[src/rtl/ex_stage_pkg.sv]
// Shared execute-stage definitions: operation codes, result classes, divider states.
package ex_stage_pkg;

    localparam int unsigned REG_W      = 32;
    localparam int unsigned ALUOP_W    = 8;
    localparam int unsigned ALUSEL_W   = 3;
    localparam int unsigned REG_ADDR_W = 5;
    localparam int unsigned DIV_ITERS  = REG_W;
    localparam int unsigned CNT_W      = $clog2(DIV_ITERS);

    // Operation codes decoded by ID
    localparam logic [ALUOP_W-1:0] EXE_NOP_OP  = 8'b0000_0000;
    localparam logic [ALUOP_W-1:0] EXE_OR_OP   = 8'b0010_0101;
    localparam logic [ALUOP_W-1:0] EXE_ADD_OP  = 8'b0010_0000;
    localparam logic [ALUOP_W-1:0] EXE_JAL_OP  = 8'b0101_0000;
    localparam logic [ALUOP_W-1:0] EXE_MFHI_OP = 8'b0001_0000;
    localparam logic [ALUOP_W-1:0] EXE_MFLO_OP = 8'b0001_0010;
    localparam logic [ALUOP_W-1:0] EXE_DIV_OP  = 8'b0001_1010;
    localparam logic [ALUOP_W-1:0] EXE_DIVU_OP = 8'b0001_1011;

    // Result classes decoded by ID
    localparam logic [ALUSEL_W-1:0] EXE_RES_NOP         = 3'b000;
    localparam logic [ALUSEL_W-1:0] EXE_RES_LOGIC       = 3'b001;
    localparam logic [ALUSEL_W-1:0] EXE_RES_MOVE        = 3'b011;
    localparam logic [ALUSEL_W-1:0] EXE_RES_ARITHMETIC  = 3'b100;
    localparam logic [ALUSEL_W-1:0] EXE_RES_JUMP_BRANCH = 3'b110;

    // Divider handshake levels
    localparam logic DIV_RESULT_READY     = 1'b1;
    localparam logic DIV_RESULT_NOT_READY = 1'b0;

    // Divider sequencing states
    typedef enum logic [1:0] {
        DIV_FREE    = 2'b00,
        DIV_BY_ZERO = 2'b01,
        DIV_ON      = 2'b10,
        DIV_END     = 2'b11
    } div_state_e;

    // HI/LO pair; HI holds the remainder, LO the quotient
    typedef struct packed {
        logic [REG_W-1:0] hi;
        logic [REG_W-1:0] lo;
    } hilo_t;

    // Two's-complement negate when neg is set
    function automatic logic [REG_W-1:0] cond_neg(input logic [REG_W-1:0] x, input logic neg);
        return neg ? (~x + REG_W'(1)) : x;
    endfunction

endpackage

[src/rtl/ex_stage_div_unit.sv]
// Sequential restoring divider: one quotient bit per cycle, signed fix-up on completion.
module ex_stage_div_unit
    import ex_stage_pkg::*;
(
    input  logic             clk,
    input  logic             rst,
    input  logic             start,
    input  logic             signed_div,
    input  logic [REG_W-1:0] opdata1,
    input  logic [REG_W-1:0] opdata2,
    input  logic             annul,
    output hilo_t            result,
    output logic             ready
);

    div_state_e       state_q, state_d;
    logic [CNT_W-1:0] cnt_q, cnt_d;
    logic [REG_W-1:0] rem_q, rem_d;
    logic [REG_W-1:0] quo_q, quo_d;
    logic [REG_W-1:0] dvsr_q, dvsr_d;
    logic             neg_quo_q, neg_quo_d;
    logic             neg_rem_q, neg_rem_d;
    hilo_t            result_q, result_d;
    logic             ready_q, ready_d;

    logic [REG_W:0]   partial;
    logic [REG_W:0]   trial;
    logic             fits;
    logic [REG_W-1:0] rem_step;
    logic [REG_W-1:0] quo_step;

    // One restoring step: shift the next dividend bit into the remainder and trial-subtract
    always_comb begin
        partial  = {rem_q, quo_q[REG_W-1]};
        trial    = partial - {1'b0, dvsr_q};
        fits     = ~trial[REG_W];
        rem_step = fits ? trial[REG_W-1:0] : partial[REG_W-1:0];
        quo_step = {quo_q[REG_W-2:0], fits};
    end

    // Divider state and datapath registers
    always_ff @(posedge clk) begin
        if (!rst) begin
            state_q   <= DIV_FREE;
            cnt_q     <= '0;
            rem_q     <= '0;
            quo_q     <= '0;
            dvsr_q    <= '0;
            neg_quo_q <= 1'b0;
            neg_rem_q <= 1'b0;
            result_q  <= '0;
            ready_q   <= DIV_RESULT_NOT_READY;
        end else begin
            state_q   <= state_d;
            cnt_q     <= cnt_d;
            rem_q     <= rem_d;
            quo_q     <= quo_d;
            dvsr_q    <= dvsr_d;
            neg_quo_q <= neg_quo_d;
            neg_rem_q <= neg_rem_d;
            result_q  <= result_d;
            ready_q   <= ready_d;
        end
    end

    // Next-state and datapath update; annul returns to idle from any state
    always_comb begin
        state_d   = state_q;
        cnt_d     = cnt_q;
        rem_d     = rem_q;
        quo_d     = quo_q;
        dvsr_d    = dvsr_q;
        neg_quo_d = neg_quo_q;
        neg_rem_d = neg_rem_q;
        result_d  = result_q;

        unique case (state_q)
            DIV_FREE: begin
                if (start && !annul) begin
                    if (opdata2 == '0) begin
                        state_d = DIV_BY_ZERO;
                    end else begin
                        state_d   = DIV_ON;
                        cnt_d     = '0;
                        rem_d     = '0;
                        quo_d     = cond_neg(opdata1, signed_div & opdata1[REG_W-1]);
                        dvsr_d    = cond_neg(opdata2, signed_div & opdata2[REG_W-1]);
                        neg_quo_d = signed_div & (opdata1[REG_W-1] ^ opdata2[REG_W-1]);
                        neg_rem_d = signed_div & opdata1[REG_W-1];
                    end
                end
            end
            DIV_BY_ZERO: begin
                state_d  = DIV_END;
                result_d = '0;
            end
            DIV_ON: begin
                rem_d = rem_step;
                quo_d = quo_step;
                cnt_d = cnt_q + CNT_W'(1);
                if (cnt_q == CNT_W'(DIV_ITERS - 1)) begin
                    state_d     = DIV_END;
                    result_d.hi = cond_neg(rem_step, neg_rem_q);
                    result_d.lo = cond_neg(quo_step, neg_quo_q);
                end
            end
            DIV_END: begin
                state_d = DIV_FREE;
            end
            default: begin
                state_d = DIV_FREE;
            end
        endcase

        if (annul) begin
            state_d = DIV_FREE;
        end

        ready_d = (state_d == DIV_END) ? DIV_RESULT_READY : DIV_RESULT_NOT_READY;
    end

    assign result = result_q;
    assign ready  = ready_q;

endmodule

[src/rtl/ex_stage.sv]
// Execute stage: single-cycle ALU, HI/LO registers, and stall control around the divider.
module ex_stage
    import ex_stage_pkg::*;
(
    input  logic                  clk,
    input  logic                  rst,
    input  logic [ALUOP_W-1:0]    aluop_i,
    input  logic [ALUSEL_W-1:0]   alusel_i,
    input  logic [REG_W-1:0]      reg1_i,
    input  logic [REG_W-1:0]      reg2_i,
    input  logic [REG_ADDR_W-1:0] wd_i,
    input  logic                  wreg_i,
    input  logic [REG_W-1:0]      link_addr_i,
    input  logic                  flush_i,
    output logic [REG_ADDR_W-1:0] wd_o,
    output logic                  wreg_o,
    output logic [REG_W-1:0]      wdata_o,
    output logic                  stallreq_o,
    output logic [REG_W-1:0]      hi_o,
    output logic [REG_W-1:0]      lo_o
);

    // The result class is implied by the operation code here
    logic unused_alusel;
    assign unused_alusel = ^alusel_i;

    hilo_t            hilo_q;
    hilo_t            div_result;
    logic             div_ready;
    logic             div_op;
    logic             div_signed;
    logic [REG_W-1:0] sum;
    logic             add_ovf;
    logic [REG_W-1:0] alu_data;
    logic             alu_wen;

    assign div_op     = (aluop_i == EXE_DIV_OP) || (aluop_i == EXE_DIVU_OP);
    assign div_signed = (aluop_i == EXE_DIV_OP);

    ex_stage_div_unit u_div (
        .clk        (clk),
        .rst        (rst),
        .start      (div_op),
        .signed_div (div_signed),
        .opdata1    (reg1_i),
        .opdata2    (reg2_i),
        .annul      (flush_i),
        .result     (div_result),
        .ready      (div_ready)
    );

    // Signed overflow: operands agree in sign but the wrapped sum does not
    always_comb begin
        sum     = reg1_i + reg2_i;
        add_ovf = (reg1_i[REG_W-1] == reg2_i[REG_W-1]) && (sum[REG_W-1] != reg1_i[REG_W-1]);
    end

    // Result mux and per-operation write permission
    always_comb begin
        alu_data = '0;
        alu_wen  = 1'b0;
        unique case (aluop_i)
            EXE_OR_OP: begin
                alu_data = reg1_i | reg2_i;
                alu_wen  = 1'b1;
            end
            EXE_ADD_OP: begin
                alu_data = sum;
                alu_wen  = ~add_ovf;
            end
            EXE_JAL_OP: begin
                alu_data = link_addr_i;
                alu_wen  = 1'b1;
            end
            EXE_MFHI_OP: begin
                alu_data = hilo_q.hi;
                alu_wen  = 1'b1;
            end
            EXE_MFLO_OP: begin
                alu_data = hilo_q.lo;
                alu_wen  = 1'b1;
            end
            default: begin
                alu_data = '0;
                alu_wen  = 1'b0;
            end
        endcase
    end

    // Writeback bundle and stall request, forced quiet during reset
    always_comb begin
        wd_o       = '0;
        wreg_o     = 1'b0;
        wdata_o    = '0;
        stallreq_o = 1'b0;
        if (rst) begin
            wd_o       = wd_i;
            wreg_o     = wreg_i & alu_wen & ~flush_i;
            wdata_o    = alu_data;
            stallreq_o = div_op & ~div_ready & ~flush_i;
        end
    end

    // HI/LO commit on the edge that retires a division; flush suppresses it
    always_ff @(posedge clk) begin
        if (!rst) begin
            hilo_q <= '0;
        end else if (div_ready && !flush_i) begin
            hilo_q <= div_result;
        end
    end

    assign hi_o = hilo_q.hi;
    assign lo_o = hilo_q.lo;

endmodule

[config.mk]
export PLATFORM = sky130hd
export DESIGN_NAME = ex_stage
export DESIGN_NICKNAME = d
export VERILOG_FILES = /design/src/rtl/ex_stage_pkg.sv /design/src/rtl/ex_stage_div_unit.sv /design/src/rtl/ex_stage.sv
export SDC_FILE = /design/constraint.sdc
export NUM_CORES = 1
export LEC_CHECK = 0
export CAP_MARGIN = 20
export CORE_MARGIN = 1.5
export CORE_UTILIZATION = 47
export CTS_CLUSTER_DIAMETER = 40
export DETAILED_ROUTE_END_ITERATION = 7
export GPL_TIMING_DRIVEN = 1
export HOLD_SLACK_MARGIN = 0.02
export PLACE_DENSITY = 0.69
export SLEW_MARGIN = 20
export SYNTH_ARGS = -nofsm -noshare
export SYNTH_HDL_FRONTEND = slang
export SYNTH_SLANG_ARGS = --single-unit
[constraint.sdc]
create_clock -name clk -period 9 [get_ports clk]
set_input_delay 1.8 -clock clk [delete_from_list [all_inputs] [get_ports clk]]
set_output_delay 1.8 -clock clk [all_outputs]
set_load 0.005 [all_outputs]
Fig. 1: metal 4
Supply wires on this layer in gray.
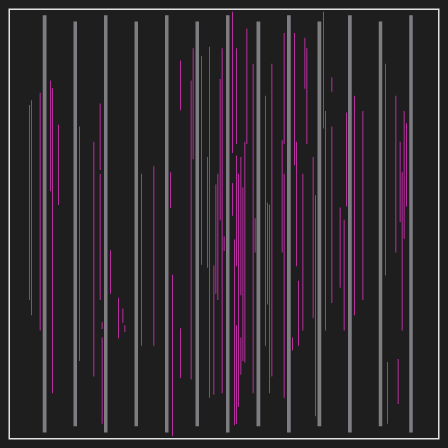
wire length on this layer: 4870 um
share of all routed wire: 7.5%
longest straight run: 156 um
main direction: vertical
drt total wl: 65170 um
detailed-route via count: 17230

Fig. 2: close-up of the layout
The bar under the picture is 10 um long. Window x 80 to 110, y 80 to 110 um. Cells in gray, sequential cells in the stronger gray; small squares are vias.
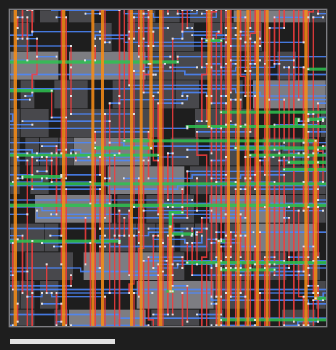
[blue] metal 1
[green] metal 3
[orange] metal 4
[red] metal 2
most frequent: nor2_1 (11), dfxtp_1 (11), a21oi_1 (8)
sequential cells in the window: 11
cells with their middle in the window: 74
netlist names of flops here include: `u_div.cnt_q` (5), `u_div.dvsr_q` (3)

==> out/metrics.csv <==
stage,metric,value,unit
timing,worst rel slew slack,28.57,%
grt,met3 Use GR,5.006,%
synth,Post-synth mux share,1.495,%
synth,Nets at Floorplan,2442,
cells_and_area,fin cells,2856,
cells_and_area,fin nets,2596,
power_and_ir_drop,sw frac,28.35,%
synth,asr flop ratio synth,0,%
clock_tree,Resize count post-CTS,0,
floorplanning,die extent in y,190.3,um
cells_and_area,MI comb cells,1730,
power_and_ir_drop,power per cell area,143.4,nW/um^2
place,GPL Wtd Cong,1.038,
timing,final worst-path cycle share,95.42,%
power_and_ir_drop,Reg power frac,35.8,%
synth,xor/xnor share,9.140,%
cells_and_area,Non-clock buffering overhead,11.66,%
synth,ys cells,2220,
critical_path,worst setup path endpoint,wdata_o[28],
grt,GRT overflow,0,
clock_tree,setup bufs post-CTS,0,
clock_tree,Max clock buf depth,3,
drt,routed len/inst,22.82,um
floorplanning,core area,34540,sq um
floorplanning,TAP cells,455,
clock_tree,Hold Buf Count CTS,0,
timing,minimum clock period,8.588,ns
synth,Post-Syn Instances,2220,
drt,met1 WL,27310,um
critical_path,crit path max fanout,3,
drt,Routed Antenna Nets,0,
place,Inst Count DP,2792,
synth,most frequent cells after synthesis,"nand2_1 (339), dfxtp_1 (234), nor2_1 (209)",
synth,dominant kind of combinational cell,AND-OR/OR-AND gates,
cells_and_area,area delta synth->final,22.57,%
cells_and_area,flop count,234,
cells_and_area,flop share of the area,23.19,%
cells_and_area,Non-CTS inverters,131,
synth,Post-Syn Area,16480,sq um
synth,Post-synth EDFFs,0,
clock_tree,CTS tree,yes,
synth,Adder Area Share,8.138,%
place,HPWL after DPL,50580,um
clock_tree,Worst-path clk slew,0.06,ns
drt,DR iter-0 viols,1598,
min_path,worst min path class,register to register,
cells_and_area,layout cells sized above 1,5.833,%
cells_and_area,Comb area share,53.86,%
critical_path,number of cells on the worst reg-to-reg path,21,
grt,met1 GRT Util,44.73,%
drt,Routed met3 length,3997,um
timing,fin. max-slew vios,0,
flow_run,max-cap violations,0,
critical_path,CP bufs+invs,2,
grt,pin count of the biggest net entering global routing,82,
drt,Via density,6.033,
run_status,status,"complete, no violations",
grt,GRT Util Overall,34.97,%
power_and_ir_drop,switching pwr,0.8214,mW
critical_path,Top delay family on crit path,AND-OR/OR-AND gates,
timing,RSZ-0062 raised after global routing,false,
floorplanning,die area,36200,sq um
cells_and_area,Fillers,3322,
synth,count of different cell masters after synthesis,86,
drt,TritonRoute pass-1 iters,6,
timing,final setup vio count,0,
cells_and_area,Non-CTS buffers,242,
timing,Hold Fails Final Rpt,0,
Fig. 3: the clock network
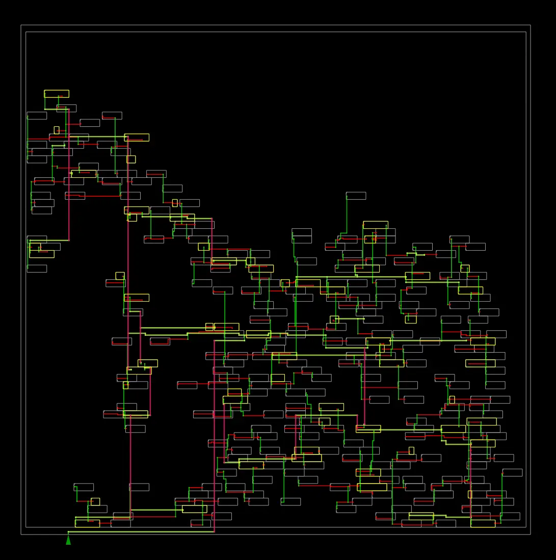
CTS Sinks: 234
Setup Skew: 0.02809 ns
Power Clock: 1.42 mW
clock insertion delay at the later pin of the skew report: 0.53 ns

-- power by group through the flow --
stage	Combinational (mW)	Clock [mW]	Sequential, mW
finish	0.438	1.42	1.04
detailed placement	0.425	0	1.06
CTS	0.427	1.43	1.04
global route	0.467	1.48	1.04
floorplan	0.254	0	1.06
global placement	0.423	0	1.06
-- layout by cell type (no fill, tap or decap), drive strengths merged, types with 9 or more instances in the layout --
cell / netlist / routed
ha: 104 / 104
a21o: 31 / 31
nand4: 19 / 19
a211oi: 44 / 44
o21ai: 128 / 128
a31oi: 27 / 27
clkbuf: 99 / 38
mux2i: 19 / 19
o22ai: 13 / 13
and3: 9 / 9
nor3: 32 / 32
inv: 131 / 142
a32oi: 15 / 15
xnor2: 121 / 121
clkinv: 0 / 9
a221oi: 25 / 25
clkdlybuf4s50: 0 / 215
nor4: 14 / 14
o41ai: 15 / 15
a21oi: 210 / 210
o211ai: 9 / 9
xor2: 51 / 51
nor2: 209 / 209
nand3: 45 / 45
buf: 26 / 27
o31ai: 33 / 33
and2: 15 / 15
nand2: 341 / 341
dfxtp: 234 / 234
or3: 21 / 21
a22oi: 74 / 74
-- worst min path at each step --
stage | to | cells past startpoint | from | slack [ns]
floorplan | u_div.result[13] | 2 | u_div.result[13] | 0.42
global placement | u_div.result[58] | 2 | u_div.result[58] | 0.43
detailed placement | u_div.result[29] | 2 | u_div.result[29] | 0.44
CTS | hi_o[6] | 2 | u_div.result[38] | 0.45
global route | u_div.result[55] | 2 | u_div.result[55] | 0.47
finish | u_div.result[29] | 2 | u_div.result[29] | 0.45
-- stage by stage --
stage	instance area, sq um	worst slack, ns	hold slack [ns]
finish	20200	0.4118	0.4484
global route	20200	0.1615	0.4697
CTS	20200	0.4880	0.4482
detailed placement	18980	0.5128	0.4419
global placement	18980	0.5473	0.4340
floorplan	16480	2.274	0.4249
Power and IR drop assume default switching activity.
